==> src/rtl/sdm_stream_ctrl.sv <==
// sdm_stream_ctrl: sample-rate scheduler and PCM stream buffer in front of the SDM DAC/ADC
// clk, rst_n        : clock, asynchronous active-low reset
// enable            : run converters (1) or stop with drain (0)
// s_valid/s_ready/s_data       : host PCM samples into the input FIFO
// dac_valid/dac_data           : DAC enable and sample, updated once per tick
// adc_valid                    : ADC enable
// adc_res_valid/adc_res_data   : ADC decimated result, captured on tick
// m_valid/m_ready/m_data       : captured ADC sample to host
// state, fifo_level, underflow_cnt, overflow_cnt : status
module sdm_stream_ctrl #(
  parameter int DW        = 16,
  parameter int OSR       = 64,
  parameter int DEPTH     = 8,
  parameter int PRIME_LVL = 4
) (
  input  logic                   clk,
  input  logic                   rst_n,
  input  logic                   enable,
  input  logic                   s_valid,
  output logic                   s_ready,
  input  logic [DW-1:0]          s_data,
  output logic                   dac_valid,
  output logic [DW-1:0]          dac_data,
  output logic                   adc_valid,
  input  logic                   adc_res_valid,
  input  logic [DW-1:0]          adc_res_data,
  output logic                   m_valid,
  input  logic                   m_ready,
  output logic [DW-1:0]          m_data,
  output logic [1:0]             state,
  output logic [$clog2(DEPTH):0] fifo_level,
  output logic [7:0]             underflow_cnt,
  output logic [7:0]             overflow_cnt
);
  localparam int AW = $clog2(DEPTH);
  localparam int CW = $clog2(OSR);
  typedef enum logic [1:0] {IDLE, PRIME, RUN, DRAIN} state_t;
  state_t st, st_nxt;
  logic [DW-1:0] mem [DEPTH];
  logic [AW:0] wr_ptr, rd_ptr;
  logic [CW-1:0] cnt;
  logic active, tick, empty, push, pop, cap;
  assign active = st == RUN || st == DRAIN;
  assign tick = active && cnt == CW'(OSR - 1);
  assign fifo_level = wr_ptr - rd_ptr;
  assign empty = fifo_level == '0;
  assign s_ready = fifo_level != (AW + 1)'(DEPTH);
  assign push = s_valid && s_ready;
  assign pop = tick && !empty;
  assign cap = tick && adc_res_valid;
  assign state = st;
  always_ff @(posedge clk or negedge rst_n)
    if (!rst_n) st <= IDLE;
    else st <= st_nxt;
  always_comb begin
    st_nxt = st;
    case (st)
      IDLE:  st_nxt = enable ? PRIME : IDLE;
      PRIME: st_nxt = !enable ? IDLE : fifo_level >= (AW + 1)'(PRIME_LVL) ? RUN : PRIME;
      RUN:   st_nxt = enable ? RUN : DRAIN;
      DRAIN: st_nxt = enable ? RUN : tick && empty ? IDLE : DRAIN;
    endcase
  end
  always_comb begin
    dac_valid = active;
    adc_valid = active;
  end
  always_ff @(posedge clk)
    if (push) mem[wr_ptr[AW-1:0]] <= s_data;
  always_ff @(posedge clk or negedge rst_n)
    if (!rst_n) begin
      wr_ptr        <= '0;
      rd_ptr        <= '0;
      cnt           <= '0;
      dac_data      <= '0;
      m_valid       <= 1'b0;
      m_data        <= '0;
      underflow_cnt <= '0;
      overflow_cnt  <= '0;
    end else begin
      if (push) wr_ptr <= wr_ptr + 1'b1;
      if (pop) rd_ptr <= rd_ptr + 1'b1;
      cnt <= active && !tick ? cnt + 1'b1 : '0;
      if (tick) dac_data <= empty ? '0 : mem[rd_ptr[AW-1:0]];
      if (tick && empty && st == RUN && underflow_cnt != 8'hff) underflow_cnt <= underflow_cnt + 1'b1;
      if (cap && m_valid && !m_ready && overflow_cnt != 8'hff) overflow_cnt <= overflow_cnt + 1'b1;
      if (cap) begin
        m_valid <= 1'b1;
        m_data  <= adc_res_data;
      end else if (m_ready) m_valid <= 1'b0;
    end
endmodule
==> config.mk <==
export PLATFORM = sky130hd
export DESIGN_NAME = sdm_stream_ctrl
export DESIGN_NICKNAME = d
export VERILOG_FILES = /design/src/rtl/sdm_stream_ctrl.sv
export SDC_FILE = /design/constraint.sdc
export NUM_CORES = 1
export LEC_CHECK = 0
export ABC_AREA = 1
export CORE_MARGIN = 2
export CORE_UTILIZATION = 45
export CTS_CLUSTER_SIZE = 10
export DETAILED_ROUTE_END_ITERATION = 10
export GPL_ROUTABILITY_DRIVEN = 0
export PLACE_DENSITY = 0.66
export SLEW_MARGIN = 20
export SYNTH_ARGS = -nofsm -noshare
export SYNTH_HDL_FRONTEND = slang
export SYNTH_SLANG_ARGS = --single-unit
==> constraint.sdc <==
create_clock -name clk -period 3.92 [get_ports clk]
set_clock_uncertainty 0.1 [all_clocks]
set_input_delay 0.784 -clock clk [delete_from_list [all_inputs] [get_ports clk]]
set_output_delay 0.784 -clock clk [all_outputs]
set_load 0.02 [all_outputs]
==> results.json, run 1 <==
{
  "outcome": "finished, final reports clean",
  "yosys_warnings": 0,
  "tap_cells": 229,
  "lay_top_count": "nand2_1",
  "cts.path.max_buffers": 2,
  "p_int_uw": 3540,
  "non_clock_inverter_count": 31,
  "fill_cells": 1562,
  "dpl_cell_area_sq_um": 9460,
  "critPathCaptureType": "primary output",
  "p_comb_uw": 816,
  "grt_overflow": 0,
  "final_core_util_pct": 55.8,
  "mux_area_share_pct": 0,
  "boundaryPins": 96,
  "xor_share_pct": 2.01,
  "max_freq_mhz": 264,
  "comb-cell-share_pct": 24.8,
  "io_buffer_count": 95,
  "cp_data_required_time_ps": 3040,
  "clock_cell_area_share_pct": 5.64,
  "path_max_fanout": 7,
  "final_hold_viol_count": 0,
  "hold_slack_ps": 324,
  "rrSetupSlack_ps": 890,
  "hp-class": "input port to asynchronous set/reset pin",
  "die_x_um": 139,
  "topCombFamilyByArea": "simple AND/OR/NAND/NOR gates",
  "ys_seq_share_pct": 66.5,
  "combGateArea_sq_um": 2490,
  "final_cells": 1123,
  "top_cell": "nand2_1",
  "rows": 49,
  "antenna_found_initial": 0,
  "fp_util_pct": 45.8,
  "layout_top_cells": "291 x nand2_1, 128 x edfxtp_1, 124 x nand3_1",
  "max-vdd-ir-drop_uv": 346,
  "ys_cells": 786,
  "top_power_group": "registers",
  "cp-endpoint": "s_ready",
  "grt_setup_unrepaired": "no",
  "grt_max_degree": 68,
  "layout.nets": 928,
  "top_area_cell_class": "sequential cells",
  "yosys_area_sq_um": 8220,
  "layout_setup_ws_ps": 129,
  "grt_pass1_wl_mm": 28.0,
  "ff_count": 193,
  "wl_per_cell_um": 15.1,
  "syn_avg_cell_area_sq_um": 10.5,
  "root_buffer": "clkbuf_16",
  "pwr-share-seq_pct": 50.6,
  "cts_tree": "built",
  "final_area_sq_um": 10000,
  "top_layer": "met4",
  "reg2reg_depth": 10,
  "worst-path-stages": 8,
  "largest_reg_flops": 128,
  "yosys.cell_types.count": 33,
  "combPwrFrac_pct": 16.4,
  "slew_violations": 0,
  "leakage_uw": 0.00409,
  "ff_type": "edfxtp_1",
  "cap_violations": 0,
  "route.detailed.vias_per_inst": 5.10,
  "warning_count": 26,
  "die_h_um": 139,
  "crit_family": "buffers and inverters",
  "power.total_uw": 4960,
  "chipArea_sq_um": 19400,
  "crit_type": "flip-flop to primary output",
  "topCellsByArea": "edfxtp_1 47%, dfrtp_1 20%, nand2_1 13%",
  "gr-usage-met2_pct": 31.6,
  "worstSetupStartpoint": "wr_ptr[0]",
  "htreeDepth": 4,
  "simple_gate_share_pct": 24.0,
  "dp_slack_ps": 512,
  "drc_errors": 0,
  "met1_usage_pct": 23.2,
  "dp.final_hpwl_mm": 10.3,
  "r2r_start": "wr_ptr[0]",
  "fin_crit_ps": 3790,
  "comb_cells": 525,
  "cts_hold_buf": 0,
  "ys_ff": 193,
  "ys_sh_adder_pct": 1.46
}
Figure 1. Routed clock nets over the placement (run 1).
Scale: 3 px per um.
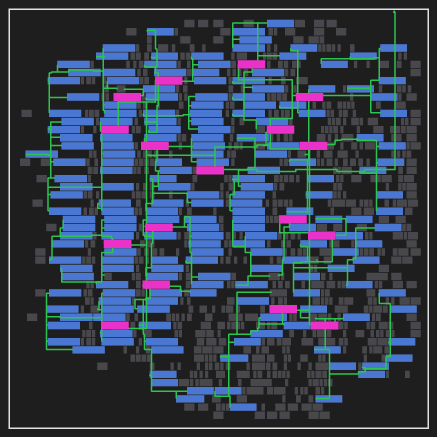
- clock wires: green (length 1920 um)
- cells driving clock nets: magenta (count 17)
- flip-flops: blue (count 193)
- routed clock nets: 18
- flops lie: spread over the die
Clk. pwr: 1640 uW
worst skew pair latency: 430 ps
Clock power frac: 33.0%

Figure 2. Routing congestion map (run 1).
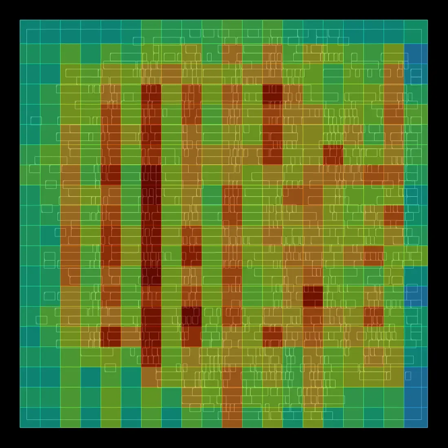
GRT Max-Usage Layer: met2
met3 usage: 3.87%

Figure 3. Routed metal per tile (run 1).
Scale: 3 px per um. The die is cut into 28 by 28 equal tiles; white is low, dark blue is high, scaled to the fullest tile. Values are wire area over tile area, all layers added.
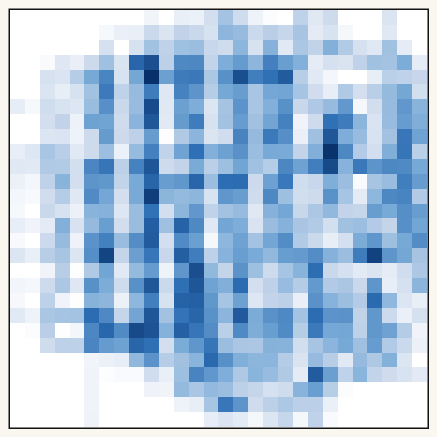
- nearly empty tiles: 15%
- tiles over half the peak: 27%
- fullest tile: 0.42
- mean over tiles: 0.14
- densest ninth of the die: middle

==> run 2, diff against run 1 <==
--- a/config.mk
+++ b/config.mk
@@ -11,7 +11,9 @@
 export CTS_CLUSTER_SIZE = 10
 export DETAILED_ROUTE_END_ITERATION = 10
 export GPL_ROUTABILITY_DRIVEN = 0
+export HOLD_SLACK_MARGIN = 0.1
 export PLACE_DENSITY = 0.66
+export SKIP_CTS_REPAIR_TIMING = 1
 export SLEW_MARGIN = 20
 export SYNTH_ARGS = -nofsm -noshare
 export SYNTH_HDL_FRONTEND = slang
Figure 4. Routed clock nets over the placement (run 2).
Scale: 3 px per um.
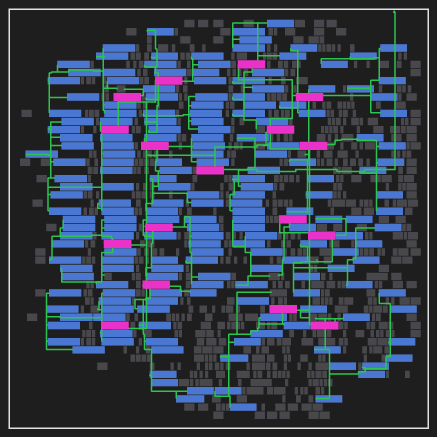
- flip-flops: blue (count 193)
- clock wires: green (length 1920 um)
- cells driving clock nets: magenta (count 17)
- flops lie: spread over the die

==> run 2 against run 1 <==
  * Sequential share of layout area is the same
  * Clock power barely moved
  * Global-route usage stayed put
  * Combinational power about the same
  * Critical path depth stayed put
  * Worst hold slack unchanged
==> results.json, run 2 <==
{
  "ys_ff": 193,
  "non_clock_inverter_count": 31,
  "cts_tree": "built",
  "ys_sh_adder_pct": 1.46,
  "xor_share_pct": 2.01,
  "rrSetupSlack_ps": 890,
  "pg_clk_uw": 1640,
  "grt_max_degree": 68,
  "warning_count": 26,
  "grt_overflow": 0,
  "top_cell": "nand2_1",
  "combPwrFrac_pct": 16.4,
  "antenna_found_initial": 0,
  "lay_top_count": "nand2_1",
  "dp_slack_ps": 512,
  "topCombFamilyByArea": "simple AND/OR/NAND/NOR gates",
  "cts.path.max_buffers": 2,
  "r2r_start": "wr_ptr[0]",
  "ff_type": "edfxtp_1",
  "final_cells": 1123,
  "layout.nets": 928,
  "met1_usage_pct": 23.2,
  "combGateArea_sq_um": 2490,
  "top_area_cell_class": "sequential cells",
  "rows": 49,
  "path_max_fanout": 7,
  "power.total_uw": 4960,
  "crit_family": "buffers and inverters",
  "cp_data_required_time_ps": 3040,
  "layout_setup_ws_ps": 129,
  "fin_crit_ps": 3790,
  "fp_util_pct": 45.8,
  "grtUsageMet3_pct": 3.87,
  "hp-class": "input port to asynchronous set/reset pin",
  "critPathCaptureType": "primary output",
  "outcome": "finished, final reports clean",
  "top_layer": "met4",
  "cap_violations": 0,
  "tap_cells": 229,
  "syn_avg_cell_area_sq_um": 10.5,
  "clock_cell_area_share_pct": 5.64
}
Figure 5. Wires at chosen ports, followed through buffers (run 2).
Scale: 3 px per um.
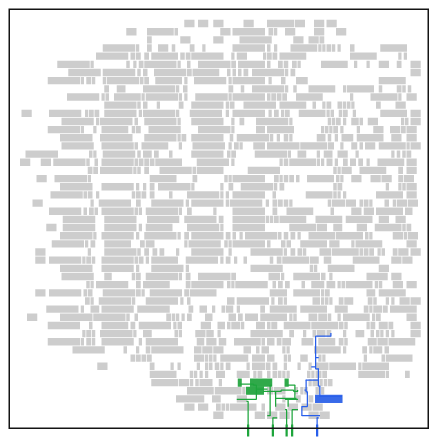
- dac_valid: blue (direction output; end cells 1; buffers 1; wire 65.3 um)
- fifo_level: green (direction output; end cells 4; buffers 4; wire 96.8 um)
IO Pins: 96
port buffer count: 95

Power is estimated from default activity; no workload was simulated.
